Run 1, zoomed window:
Window x 44 to 69, y 22 to 47 microns. Cells in grey, sequential cells in the stronger grey; small squares are vias.
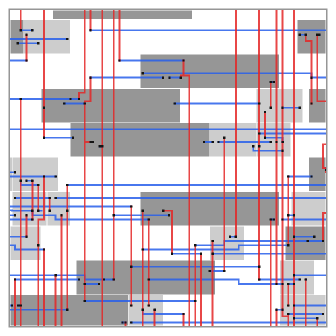
Run 1, logic cells by family:
Drawn at 2 px/micron.
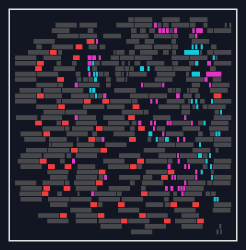
Run 1, ports around the boundary:
Drawn at 4 px/micron. Pins as bars across the die edge, other pins in grey.
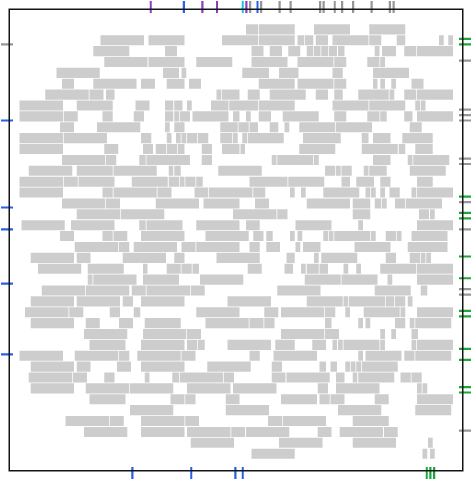
Run 1, routing congestion:
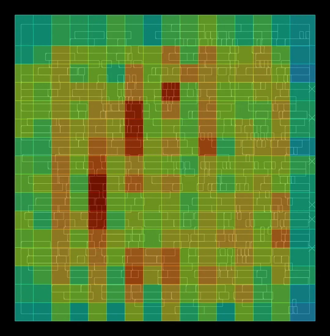
[config.mk]
export PLATFORM = sky130hd
export DESIGN_NAME = instr_issue_sequencer
export DESIGN_NICKNAME = d
export VERILOG_FILES = /design/src/rtl/instr_issue_sequencer_pkg.sv /design/src/rtl/instr_fifo.sv /design/src/rtl/instr_issue_sequencer.sv
export SDC_FILE = /design/constraint.sdc
export NUM_CORES = 1
export LEC_CHECK = 0
export CORE_AREA = 2 2 111 113
export CTS_BUF_LIST = sky130_fd_sc_hd__clkbuf_8 sky130_fd_sc_hd__clkbuf_16
export DETAILED_ROUTE_END_ITERATION = 8
export DIE_AREA = 0 0 113 115
export DONT_BUFFER_PORTS = 1
export PLACE_DENSITY_LB_ADDON = 0.05
export SLEW_MARGIN = 20
export SYNTH_ARGS = -nofsm -noshare
export SYNTH_HDL_FRONTEND = slang
export SYNTH_SLANG_ARGS = --single-unit
[constraint.sdc]
create_clock -name clk -period 3.4 [get_ports clk]
set_input_delay 0.68 -clock clk [delete_from_list [all_inputs] [get_ports clk]]
set_output_delay 0.68 -clock clk [all_outputs]
set_load 0.02 [all_outputs]
[src/rtl/instr_issue_sequencer_pkg.sv]
// Shared constants, FSM encoding and padding helper for the instruction issue sequencer.
// Purpose: single source of truth for instruction/word widths and the idle (NOP) code.
package instr_issue_sequencer_pkg;

    localparam int unsigned REG_WIDTH        = 16;
    localparam int unsigned INSTRUCTION_SIZE = 11;
    localparam int unsigned ISSUED_W         = 16;
    localparam int unsigned TO_CNT_W         = 16;

    localparam logic [INSTRUCTION_SIZE-1:0] NOP_CODE = '0;

    typedef enum logic [1:0] {
        ST_IDLE = 2'd0,
        ST_LOAD = 2'd1,
        ST_HOLD = 2'd2,
        ST_GAP  = 2'd3
    } seq_state_t;

    // Zero-extend an instruction to the core's register width.
    function automatic logic [REG_WIDTH-1:0] pad_instr(input logic [INSTRUCTION_SIZE-1:0] instr);
        return REG_WIDTH'(instr);
    endfunction

endpackage

[src/rtl/instr_fifo.sv]
// Synchronous FIFO with registered count/full/empty and a sticky overflow flag.
// Ports:
//   clk, rst_n      : clock, asynchronous active-low reset
//   push, push_data : write strobe and data; accepted when not full or when popping
//   pop             : read strobe; ignored while empty
//   rd_data_c       : head entry (combinational)
//   full, empty     : registered status
//   count           : registered number of stored entries
//   overflow        : sticky, set when a write was dropped
module instr_fifo #(
    parameter int unsigned DATA_WIDTH = 11,
    parameter int unsigned DEPTH      = 8
) (
    input  logic                      clk,
    input  logic                      rst_n,
    input  logic                      push,
    input  logic [DATA_WIDTH-1:0]     push_data,
    input  logic                      pop,
    output logic [DATA_WIDTH-1:0]     rd_data_c,
    output logic                      full,
    output logic                      empty,
    output logic [$clog2(DEPTH):0]    count,
    output logic                      overflow
);

    localparam int unsigned PTR_W = $clog2(DEPTH);
    localparam int unsigned CNT_W = PTR_W + 1;

    logic [DATA_WIDTH-1:0] mem [DEPTH];
    logic [PTR_W-1:0]      wr_ptr;
    logic [PTR_W-1:0]      rd_ptr;
    logic                  push_ok_c;
    logic                  pop_ok_c;
    logic [CNT_W-1:0]      count_next_c;

    // A full FIFO still accepts a write when the head leaves in the same cycle.
    always_comb begin
        pop_ok_c     = pop && !empty;
        push_ok_c    = push && (!full || pop_ok_c);
        count_next_c = count + CNT_W'(push_ok_c) - CNT_W'(pop_ok_c);
        rd_data_c    = mem[rd_ptr];
    end

    // Storage array; no reset needed, validity tracked by count.
    always_ff @(posedge clk) begin
        if (push_ok_c) begin
            mem[wr_ptr] <= push_data;
        end
    end

    // Pointers wrap naturally since DEPTH is a power of two.
    always_ff @(posedge clk or negedge rst_n) begin
        if (!rst_n) begin
            wr_ptr   <= '0;
            rd_ptr   <= '0;
            count    <= '0;
            full     <= 1'b0;
            empty    <= 1'b1;
            overflow <= 1'b0;
        end else begin
            if (push_ok_c) wr_ptr <= wr_ptr + PTR_W'(1);
            if (pop_ok_c)  rd_ptr <= rd_ptr + PTR_W'(1);
            count <= count_next_c;
            full  <= (count_next_c == CNT_W'(DEPTH));
            empty <= (count_next_c == '0);
            if (push && !push_ok_c) overflow <= 1'b1;
        end
    end

endmodule

[src/rtl/instr_issue_sequencer.sv]
// Instruction issue sequencer: buffers host instructions and presents them one at a
// time, zero-padded, to the core until it pulses Done, with a NOP gap between issues.
// Optional feature macro: ISSUE_TIMEOUT_EN (adds TIMEOUT_CYCLES and the timeout output).
// Ports:
//   clk, reset                : clock, asynchronous active-low reset
//   wr_en, wr_instr           : host enqueue strobe and instruction
//   Done                      : core completion pulse
//   INSTRUCTION_with_padding  : padded current instruction, or NOP when idle
//   instr_valid               : instruction held awaiting Done
//   full, empty, fifo_count   : buffer status
//   busy                      : FSM not idle
//   issued_count              : completed instructions (wrapping)
//   overflow                  : sticky dropped-write flag
//   timeout                   : sticky Done-timeout flag (ISSUE_TIMEOUT_EN only)
module instr_issue_sequencer
    import instr_issue_sequencer_pkg::*;
#(
    parameter int unsigned FIFO_DEPTH = 8
`ifdef ISSUE_TIMEOUT_EN
    , parameter int unsigned TIMEOUT_CYCLES = 255
`endif
) (
    input  logic                          clk,
    input  logic                          reset,
    input  logic                          wr_en,
    input  logic [INSTRUCTION_SIZE-1:0]   wr_instr,
    input  logic                          Done,
    output logic [REG_WIDTH-1:0]          INSTRUCTION_with_padding,
    output logic                          instr_valid,
    output logic                          full,
    output logic                          empty,
    output logic [$clog2(FIFO_DEPTH):0]   fifo_count,
    output logic                          busy,
    output logic [ISSUED_W-1:0]           issued_count,
    output logic                          overflow
`ifdef ISSUE_TIMEOUT_EN
    , output logic                        timeout
`endif
);

    seq_state_t                  state;
    seq_state_t                  state_next;
    logic [INSTRUCTION_SIZE-1:0] cur_instr;
    logic [INSTRUCTION_SIZE-1:0] fifo_head_c;
    logic                        pop_c;
    logic                        timeout_hit_c;

    logic [REG_WIDTH-1:0]        out_d;
    logic                        valid_d;
    logic [ISSUED_W-1:0]         issued_d;

`ifdef ISSUE_TIMEOUT_EN
    logic [TO_CNT_W-1:0]         to_cnt;
    logic [TO_CNT_W-1:0]         to_cnt_d;
    logic                        timeout_d;

    // HOLD has lasted TIMEOUT_CYCLES cycles with no Done.
    assign timeout_hit_c = (state == ST_HOLD) && !Done &&
                           ((to_cnt + TO_CNT_W'(1)) >= TO_CNT_W'(TIMEOUT_CYCLES));
`else
    assign timeout_hit_c = 1'b0;
`endif

    assign pop_c = (state == ST_IDLE) && !empty;

    instr_fifo #(
        .DATA_WIDTH (INSTRUCTION_SIZE),
        .DEPTH      (FIFO_DEPTH)
    ) u_fifo (
        .clk       (clk),
        .rst_n     (reset),
        .push      (wr_en),
        .push_data (wr_instr),
        .pop       (pop_c),
        .rd_data_c (fifo_head_c),
        .full      (full),
        .empty     (empty),
        .count     (fifo_count),
        .overflow  (overflow)
    );

    // State register.
    always_ff @(posedge clk or negedge reset) begin
        if (!reset) begin
            state <= ST_IDLE;
        end else begin
            state <= state_next;
        end
    end

    // Next-state logic; Done in LOAD completes exactly as in HOLD.
    always_comb begin
        state_next = state;
        case (state)
            ST_IDLE: if (!empty) state_next = ST_LOAD;
            ST_LOAD: state_next = Done ? ST_GAP : ST_HOLD;
            ST_HOLD: if (Done || timeout_hit_c) state_next = ST_GAP;
            ST_GAP:  state_next = ST_IDLE;
            default: state_next = ST_IDLE;
        endcase
    end

    // Output logic: next values for the registered outputs.
    always_comb begin
        out_d    = INSTRUCTION_with_padding;
        valid_d  = instr_valid;
        issued_d = issued_count;
`ifdef ISSUE_TIMEOUT_EN
        to_cnt_d  = to_cnt;
        timeout_d = timeout;
`endif
        case (state)
            ST_IDLE: begin
                out_d   = pad_instr(NOP_CODE);
                valid_d = 1'b0;
            end
            ST_LOAD: begin
`ifdef ISSUE_TIMEOUT_EN
                to_cnt_d = '0;
`endif
                if (Done) begin
                    out_d    = pad_instr(NOP_CODE);
                    valid_d  = 1'b0;
                    issued_d = issued_count + ISSUED_W'(1);
                end else begin
                    out_d   = pad_instr(cur_instr);
                    valid_d = 1'b1;
                end
            end
            ST_HOLD: begin
`ifdef ISSUE_TIMEOUT_EN
                to_cnt_d = to_cnt + TO_CNT_W'(1);
`endif
                if (Done) begin
                    out_d    = pad_instr(NOP_CODE);
                    valid_d  = 1'b0;
                    issued_d = issued_count + ISSUED_W'(1);
                end else if (timeout_hit_c) begin
                    out_d   = pad_instr(NOP_CODE);
                    valid_d = 1'b0;
`ifdef ISSUE_TIMEOUT_EN
                    timeout_d = 1'b1;
`endif
                end
            end
            ST_GAP: begin
                out_d   = pad_instr(NOP_CODE);
                valid_d = 1'b0;
            end
            default: begin
                out_d   = pad_instr(NOP_CODE);
                valid_d = 1'b0;
            end
        endcase
    end

    // Output and datapath registers.
    always_ff @(posedge clk or negedge reset) begin
        if (!reset) begin
            INSTRUCTION_with_padding <= pad_instr(NOP_CODE);
            instr_valid              <= 1'b0;
            busy                     <= 1'b0;
            issued_count             <= '0;
            cur_instr                <= NOP_CODE;
`ifdef ISSUE_TIMEOUT_EN
            to_cnt                   <= '0;
            timeout                  <= 1'b0;
`endif
        end else begin
            INSTRUCTION_with_padding <= out_d;
            instr_valid              <= valid_d;
            busy                     <= (state_next != ST_IDLE);
            issued_count             <= issued_d;
            if (pop_c) cur_instr <= fifo_head_c;
`ifdef ISSUE_TIMEOUT_EN
            to_cnt                   <= to_cnt_d;
            timeout                  <= timeout_d;
`endif
        end
    end

endmodule

==> flow_summary.yaml, run 1 <==
# synthesis and place-and-route metrics
floorplan:
  initCoreUtil_pct: 49.2
  num_rows: 40
  tap_cells: 147
  coreArea_sq_um: 11800
logic_synthesis:
  ys_cells: 397
  synthCells: 397
  numSynthFlops: 143
  synthAoiAreaFrac_pct: 5.34
  synth-simple-area-share_pct: 8.40
  synth.avg_cell_area_sq_um: 14.6
  adder_share_pct: 2.93
power_and_ir_drop:
  power_frac_clock_pct: 31.0
  leakage_uw: 0.00275
  p_clk_uw: 1890
  swShare_pct: 32.8
  power_uw: 6110
timing:
  finalWorstSetupSlack_ps: 799
  max_freq_ghz: 0.384
  final.setup_skew_ps: 6.04
  drv_slew: 0
  tightest_slew_ps: 1080
  worst_hold_slack_ps: 110
  tns_ps: 0
flow_run:
  max_cap_violations: 0
grt:
  grt_start_max_net_pins: 55
  grt_pass1_vias: 3148
  overflow: 0
route:
  routed_wl_microns: 11000
  antenna_left: 0
  wl_met1_microns: 5260
  drc_errors: 6
finish:
  buffer_area_share_pct: 2.22
  layout.cells.non_filler: 576
  lay_top_cells: "edfxtp_1 (88), dfrtp_1 (53), mux2i_1 (44)"
  seq_share_pct: 60.4
  flop_area_sq_um: 4020
  fin_util_pct: 56.4
  ff_count: 143
  finalInstanceArea_sq_um: 6660
  comb_area_sq_um: 1640
  drive_gt1_share_pct: 13.3
critical_path:
  cp-end-kind: "register"
  startpoint: "state[0]"
  critPathArrivalTime_ps: 2940
  path_class: "register to register"
  cp.required_ps: 3740
placement:
  post-place-ws_ps: 778
  port_buffers: 0
run_status:
  violations: "DRC"
  status: "finished with violations"
clock_tree:
  cts_made_buffers: 17
  path_clk_slew_ps: 60
  cts_resized: 0
  cts_tree: "yes"
  clockBufferDepth: 2
## Picture notes: 'zoomed window'
- red: met2
- blue: met1
- netlist names of flops here include: u_fifo.mem (6)
- sequential cells in the window: 6
- most frequent: mux2i_1 (6), edfxtp_1 (6), a22oi_1 (4)
- cells with their middle in the window: 19

## Picture notes: 'logic cells by family'
- cyan: NOR gates (cells 37; most used nor2_1)
- magenta: NAND gates (cells 57; most used nand2_1)
- red: multiplexers (cells 46; most used mux2i_1)

## Picture notes: 'ports around the boundary'
- blue: wr_instr (pins 11; direction input; edge 5 west, 4 south, 2 north)
- cyan: wr_en (pins 1; direction input; edge north)
- green: INSTRUCTION_with_padding (pins 16; direction output; edge 13 east, 3 south)
- purple: fifo_count (pins 4; direction output; edge north)
- all pins by edge: 24 east, 19 north, 7 south, 6 west

## Picture notes: 'routing congestion'
Most Crowded Layer GR: met2
grt met1 use: 24.9%
total track usage: 18.5%
wire length per cell: 19.1 microns
grt met2 use: 28.4%

## run 1: Yosys cell counts
library cell	number	area, sq um
a22oi_1	32	240
nand2_2	1	6.26
buf_4	10	75.1
a211oi_1	1	7.51
nor4_4	1	21.3
dfrtp_1	54	1350
nand3_2	1	10.0
nor2_1	28	105
nor4_2	1	12.5
a21boi_4	1	18.8
a21o_1	1	7.51
xnor2_1	14	123
nand4_4	1	21.3
buf_6	1	11.3
a31o_2	1	8.76
edfxtp_1	88	2640
fa_1	1	20.0
mux2i_1	44	440
nor2b_1	4	25.0
conb_1	1	3.75
nand2b_1	4	25.0
inv_1	10	37.5
nand2_1	33	124
nor3_1	3	15.0
and3_1	4	25.0
buf_2	2	10.0
nand3_1	17	85.1
xor2_1	8	70.1
dfstp_2	1	26.3
clkbuf_1	8	30.0
mux2_2	2	22.5
and2_1	1	6.26
ha_1	12	150
o21bai_1	1	7.51
or3_1	1	6.26
a21oi_1	4	20.0
## run 1: registers in the layout (all words and copies together), names as in the netlist
signal                    cells
busy                          1
u_fifo.mem                   88
INSTRUCTION_with_padding     11
u_fifo.rd_ptr                 3
u_fifo.count                  4
issued_count                 16
u_fifo.overflow               1
state                         2
u_fifo.full                   1
cur_instr                    11
u_fifo.wr_ptr                 3
u_fifo.empty                  1
instr_valid                   1
## run 1: critical path, stage by stage, from the launching register on
cell and delay, ps:
dfrtp_1 380, inv_1 90, ha_1 200, nand2b_1 80, inv_1 40, buf_4 190
ha_1 290, inv_1 40, ha_1 210, fa_1 380, xor2_1 160, or3_1 330
nor2b_1 120
## run 1: routing by layer
metal	global-route usage (%)	up-vias
met5	0	-
met4	9.43	0
met3	4.48	12
met2	28.4	50
met1	24.9	1525
li1	-	1473
Run 1, sequential cells coloured by netlist name:
Drawn at 2 px/micron. Other sequential cells in the stronger grey, the rest of the logic in the fainter grey.
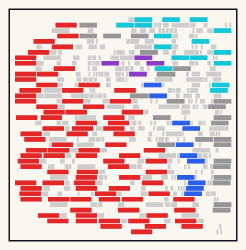

==> run 2: changes to the inputs <==
Clock period 3.4 ns to 2.4 ns, I/O delays scaled along.
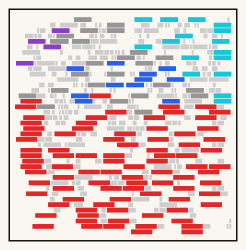
Run 2: sequential cells coloured by netlist name
Drawn at 2 px/micron. Other sequential cells in the stronger grey, the rest of the logic in the fainter grey.
- red: u_fifo.mem (sequential cells 88)
- blue: cur_instr (sequential cells 11)
- purple: u_fifo.count (sequential cells 4; where north-west)
- cyan: issued_count (sequential cells 16; where north-east)
- not coloured: 24
P_seq: 3640 uW
register area: 4020 sq um

==> run 2 against run 1 <==
- combinational power increased by 54%
- clock skew fell by 0.81 ps
- non-clock buffer count up 4
- count of clock-buffer cells in the layout fell by 4
- sequential share of layout area grew 0.18 points
- via count rose by 1.3%
- critical path depth down 2
- the run still ends with DRC left
- register-to-register slack got worse by 680 ps
- critical endpoint unchanged
- worst setup slack worse by 680 ps
- cell count is 0.69% higher
- design area fell by 0.30%
- worst hold slack improved by 17 ps
==> flow_summary.yaml, run 2 <==
# synthesis and place-and-route metrics
floorplan:
  coreArea_sq_um: 11800
  num_rows: 40
  initCoreUtil_pct: 49.2
logic_synthesis:
  ys_cells: 397
  synthCells: 397
  async_flop_share_pct: 38.5
  synth.largest_area_cell: "edfxtp_1"
  top_area_share_pct: 45.5
  ys.flop_type: "edfxtp_1"
  numSynthFlops: 143
  synth.avg_cell_area_sq_um: 14.6
  topCellsByArea: "edfxtp_1 (45%), dfrtp_1 (23%), mux2i_1 (7.6%)"
  yosys-top-cells-count: "edfxtp_1 (88), dfrtp_1 (54), mux2i_1 (44)"
  ys_seq_share_pct: 69.2
  synth.most_common_cell: "edfxtp_1"
  synth-edff-count: 88
clock_tree:
  insertion_delay_ps: 410
  cts_made_buffers: 17
  cts_tree: "yes"
  path_clk_slew_ps: 60
  clockBufferDepth: 2
timing:
  max_freq_ghz: 0.437
  final.setup_skew_ps: 5.23
  timing.final.crit_share_pct: 95.3
  finalWorstSetupSlack_ps: 114
  drv_slew: 0
  relSlewSlack_pct: 42.6
  finalSetupViolations: 0
  tns_ps: 0
  tightest_slew_ps: 859
route:
  wl_per_cell_microns: 18.9
  routed_wl_microns: 11000
  drc_errors: 3
  antenna_left: 0
  wl_met1_microns: 5100
finish:
  top_register: "u_fifo.mem"
  drive_gt1_share_pct: 15.2
  lay_top_cells: "edfxtp_1 (88), dfrtp_1 (53), mux2i_1 (44)"
  largest_reg_flops: 88
  largestRegisters: "u_fifo.mem (88), issued_count (16)"
  fin_util_pct: 56.2
grt:
  grt_pass1_vias: 3257
  grt.busiest_layer: "met2"
  grt.met2_usage_pct: 28.2
  grt_use_met1_pct: 25.1
  grt_util_met3_pct: 6.33
  grt_use_total_pct: 18.7
  grt_start_max_net_pins: 56
  overflow: 0
critical_path:
  slowest_stage: "fa_2"
  slowest_delay_ps: 450
  cp_cell_sequence: "inv_2, ha_2, nand2b_4, inv_4, ha_4, inv_2, ha_4, fa_2, or3_1, nor2b_1"
  cp_num_buf_inv: 3
  cp-end-kind: "register"
  reg2regPathDepth: 10
  cp.required_ps: 2740
  path_class: "register to register"
  critPathArrivalTime_ps: 2630
  crit_family: "adder cells"
power_and_ir_drop:
  leakage_uw: 0.00273
  ir_worst_vdd_mv: 0.744
  power_uw: 8440
run_status:
  violations: "DRC"
  status: "finished with violations"
flow_run:
  max_cap_violations: 0
worst_hold_path:
  min_path_cells: 1
  hold_path_class: "input pin to register"
placement:
  port_buffers: 0
  post-place-ws_ps: 125
run 2: cell counts after synthesis:
No cell type changed its count.
run 2: how the worst max path moves through the flow:
| stage | endpoint | startpoint | depth (start not counted) | slack, ps |
|---|---|---|---|---|
| final | u_fifo.full | state[0] | 10 | 110 |
| after detailed placement | u_fifo.full | state[0] | 10 | 120 |
| after global routing | u_fifo.full | state[0] | 11 | 20 |
| after floorplan | u_fifo.full | u_fifo.empty | 10 | -30 |
| after global placement | u_fifo.full | state[0] | 10 | 160 |
| after CTS | u_fifo.full | state[0] | 10 | 110 |
run 2: per-stage QoR:
step / instances / hold slack [ps] / area (sq um)
floorplan: 401 / 184 / 5880
global placement: 546 / 187 / 6070
detailed placement: 546 / 187 / 6070
CTS: 580 / 106 / 6640
global route: 580 / 106 / 6640
finish: 580 / 127 / 6640
run 2: cell type report:
| cell class | count | area share (%) |
|---|---|---|
| tap | 147 | 2.77 |
| multi-input combinational | 227 | 25.3 |
| sequential | 143 | 60.6 |
| timing repair buffer | 21 | 2.71 |
| clock buffer | 19 | 6.82 |
| inverter | 10 | 0.603 |
| clock inverter | 13 | 1.24 |
run 2: power breakdown:
group          switching (uW)  internal, uW
Clock                     903          1440
Combinational            1440          1010
Sequential                470          3170
run 2: cells by family after synthesis:
group / Yosys count / share of synthesized area [%]
adder cells (fa/ha/maj): 13 / 2.93
AND-OR/OR-AND: 41 / 5.34
multiplexers: 46 / 7.97
flip-flops: 143 / 69.2
other: 1 / 0.0645
XOR/XNOR: 22 / 3.32
AND/OR/NAND/NOR: 100 / 8.40
buffers and inverters: 31 / 2.82
run 2: what timing repair did:
item	4_1_cts	5_1_grt
setup endpoints to repair	0	1
hold buffers	2	0
buffers inserted	0	0
gates resized	0	1
hold endpoints to repair	55	0
Run 2, zoomed window:
Window x 44 to 69, y 22 to 47 microns. Cells in grey, sequential cells in the stronger grey; small squares are vias.
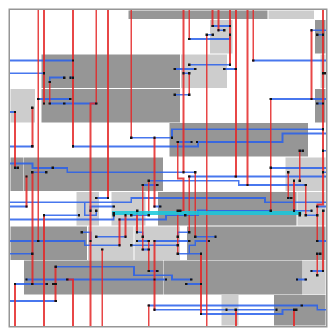

==> run 3: changes to the inputs <==
Settings changed: SKIP_CTS_REPAIR_TIMING from default to 1.
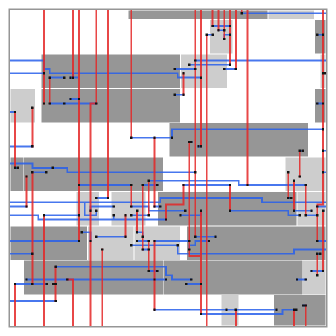
Run 3: zoomed window
Window x 44 to 69, y 22 to 47 microns. Cells in grey, sequential cells in the stronger grey; small squares are vias.
- red: met2
- blue: met1
- sequential cells in the window: 9
- most frequent: edfxtp_1 (9), mux2i_1 (5)
- netlist names of flops here include: u_fifo.mem (9)
- cells with their middle in the window: 19

==> run 3 against run 2 <==
- the flow still finishes with violations (DRC)
- fmax barely moved
- utilization did not move
- routed wire length barely moved
- critical path depth did not move
- count of clock-buffer cells in the layout did not move
- clock skew barely moved
- die area did not move
- non-clock buffer count did not move
- global-route usage fell by 0.069 points
- critical endpoint unchanged
==> flow_summary.yaml, run 3 <==
# synthesis and place-and-route metrics
flow_run:
  tool_warnings: 31
  max_cap_violations: 0
finish:
  layout.cells.non_filler: 580
  largest_reg_flops: 88
  top_register: "u_fifo.mem"
  flop_area_sq_um: 4020
  lay_top_count: "edfxtp_1"
  lay_top_cells: "edfxtp_1 (88), dfrtp_1 (53), mux2i_1 (44)"
  largestRegisters: "u_fifo.mem (88), issued_count (16)"
  finalInstanceArea_sq_um: 6640
logic_synthesis:
  synthCells: 397
  topCellsByArea: "edfxtp_1 (45%), dfrtp_1 (23%), mux2i_1 (7.6%)"
  async_flop_share_pct: 38.5
  synth.largest_area_cell: "edfxtp_1"
  yosys-top-cells-count: "edfxtp_1 (88), dfrtp_1 (54), mux2i_1 (44)"
  numSynthFlops: 143
  synth.most_common_cell: "edfxtp_1"
  ys_seq_share_pct: 69.2
  synth.avg_cell_area_sq_um: 14.6
  ys.flop_type: "edfxtp_1"
  ys_cells: 397
  synth-edff-count: 88
route:
  wl_per_cell_microns: 19.0
  routed_wl_microns: 11000
  drc_errors: 3
  vias: 3101
clock_tree:
  cts_tree: "yes"
  clockBufferDepth: 2
  cts_made_buffers: 17
  path_clk_slew_ps: 60
timing:
  relSlewSlack_pct: 42.7
  drv_slew: 0
  tns_ps: 0
  timing.final.crit_share_pct: 95.3
  final.setup_skew_ps: 5.29
  max_freq_ghz: 0.437
  finalSetupViolations: 0
  fin_crit_ps: 2290
  tightest_slew_ps: 857
  finalWorstSetupSlack_ps: 114
worst_hold_path:
  min_path_cells: 1
  hold_path_class: "input pin to register"
  hold_end: "INSTRUCTION_with_padding[0]"
run_status:
  violations: "DRC"
  status: "finished with violations"
grt:
  overflow: 0
  grt_pass1_vias: 3234
  grt_use_total_pct: 18.6
  antenna_found_initial: 0
  grt_start_max_net_pins: 56
critical_path:
  cp.required_ps: 2750
  crit_family: "adder cells"
  cp_cell_sequence: "inv_2, ha_2, nand2b_4, inv_4, ha_4, inv_2, ha_4, fa_2, or3_1, nor2b_1"
  slowest_stage: "fa_2"
  cp_num_buf_inv: 3
  cp-end-kind: "register"
  path_class: "register to register"
  startpoint: "state[0]"
  reg2regPathDepth: 10
  slowest_delay_ps: 450
floorplan:
  coreArea_sq_um: 11800
  num_rows: 40
power_and_ir_drop:
  ir_worst_vdd_mv: 0.746
  leakage_uw: 0.00273
  power_uw: 8440
placement:
  dpl.cell_count: 546
  port_buffers: 0
  post-place-ws_ps: 125
==> run 3: cell counts in the layout (fill, tap and decap cells not counted) <==
No cell type changed its count.
==> run 3: layer usage <==
layer / up-vias / track usage (%) / wire [microns]
met5: - / 0 / 0
met1: 1528 / 25.0 / 5060
met3: 21 / 6.33 / 533
met4: 0 / 7.89 / 265
li1: 1478 / - / -
met2: 74 / 28.1 / 5130
==> run 3: area by class of cell <==
class                      count  area share (%)
clock buffer                  19            6.82
clock inverter                13            1.24
inverter                      10           0.603
multi-input combinational    227            25.3
sequential                   143            60.6
tap                          147            2.77
timing repair buffer          21            2.71
==> run 3: report_power, final <==
group / leakage, uW / total, uW / internal, uW / switching [uW]
Sequential: 0.00149 / 3640 / 3170 / 470
Clock: 0.000290 / 2340 / 1440 / 902
Combinational: 0.000948 / 2460 / 1010 / 1440
==> run 3: cell families (layout without fill, tap and decap cells) <==
logic type,Yosys count,count (layout),synth area share (%)
other,1,5,0.0645
DFF,143,143,69.2
muxes,46,46,7.97
xor gates and xnor gates,22,22,3.32
buffers and inverters,31,63,2.82
AOI/OAI and AO/OA,41,41,5.34
adders and majority gates,13,13,2.93
and+or+nand+nor,100,100,8.40
==> run 3: per-stage QoR <==
stage | util [%] | hold slack [ps]
after floorplan | - | 184
after global placement | 51.4 | 187
after detailed placement | 51.4 | 187
after CTS | 55.9 | -260
after global routing | 56.2 | 106
final | 56.2 | 127
==> run 3: how the worst max path moves through the flow <==
stage	cells after the start	to
floorplan	10	u_fifo.full
global placement	10	u_fifo.full
CTS	10	u_fifo.full
global route	11	u_fifo.full
detailed placement	10	u_fifo.full
finish	10	u_fifo.full
Power figures rest on the tool's default switching activity, not on a simulated workload.
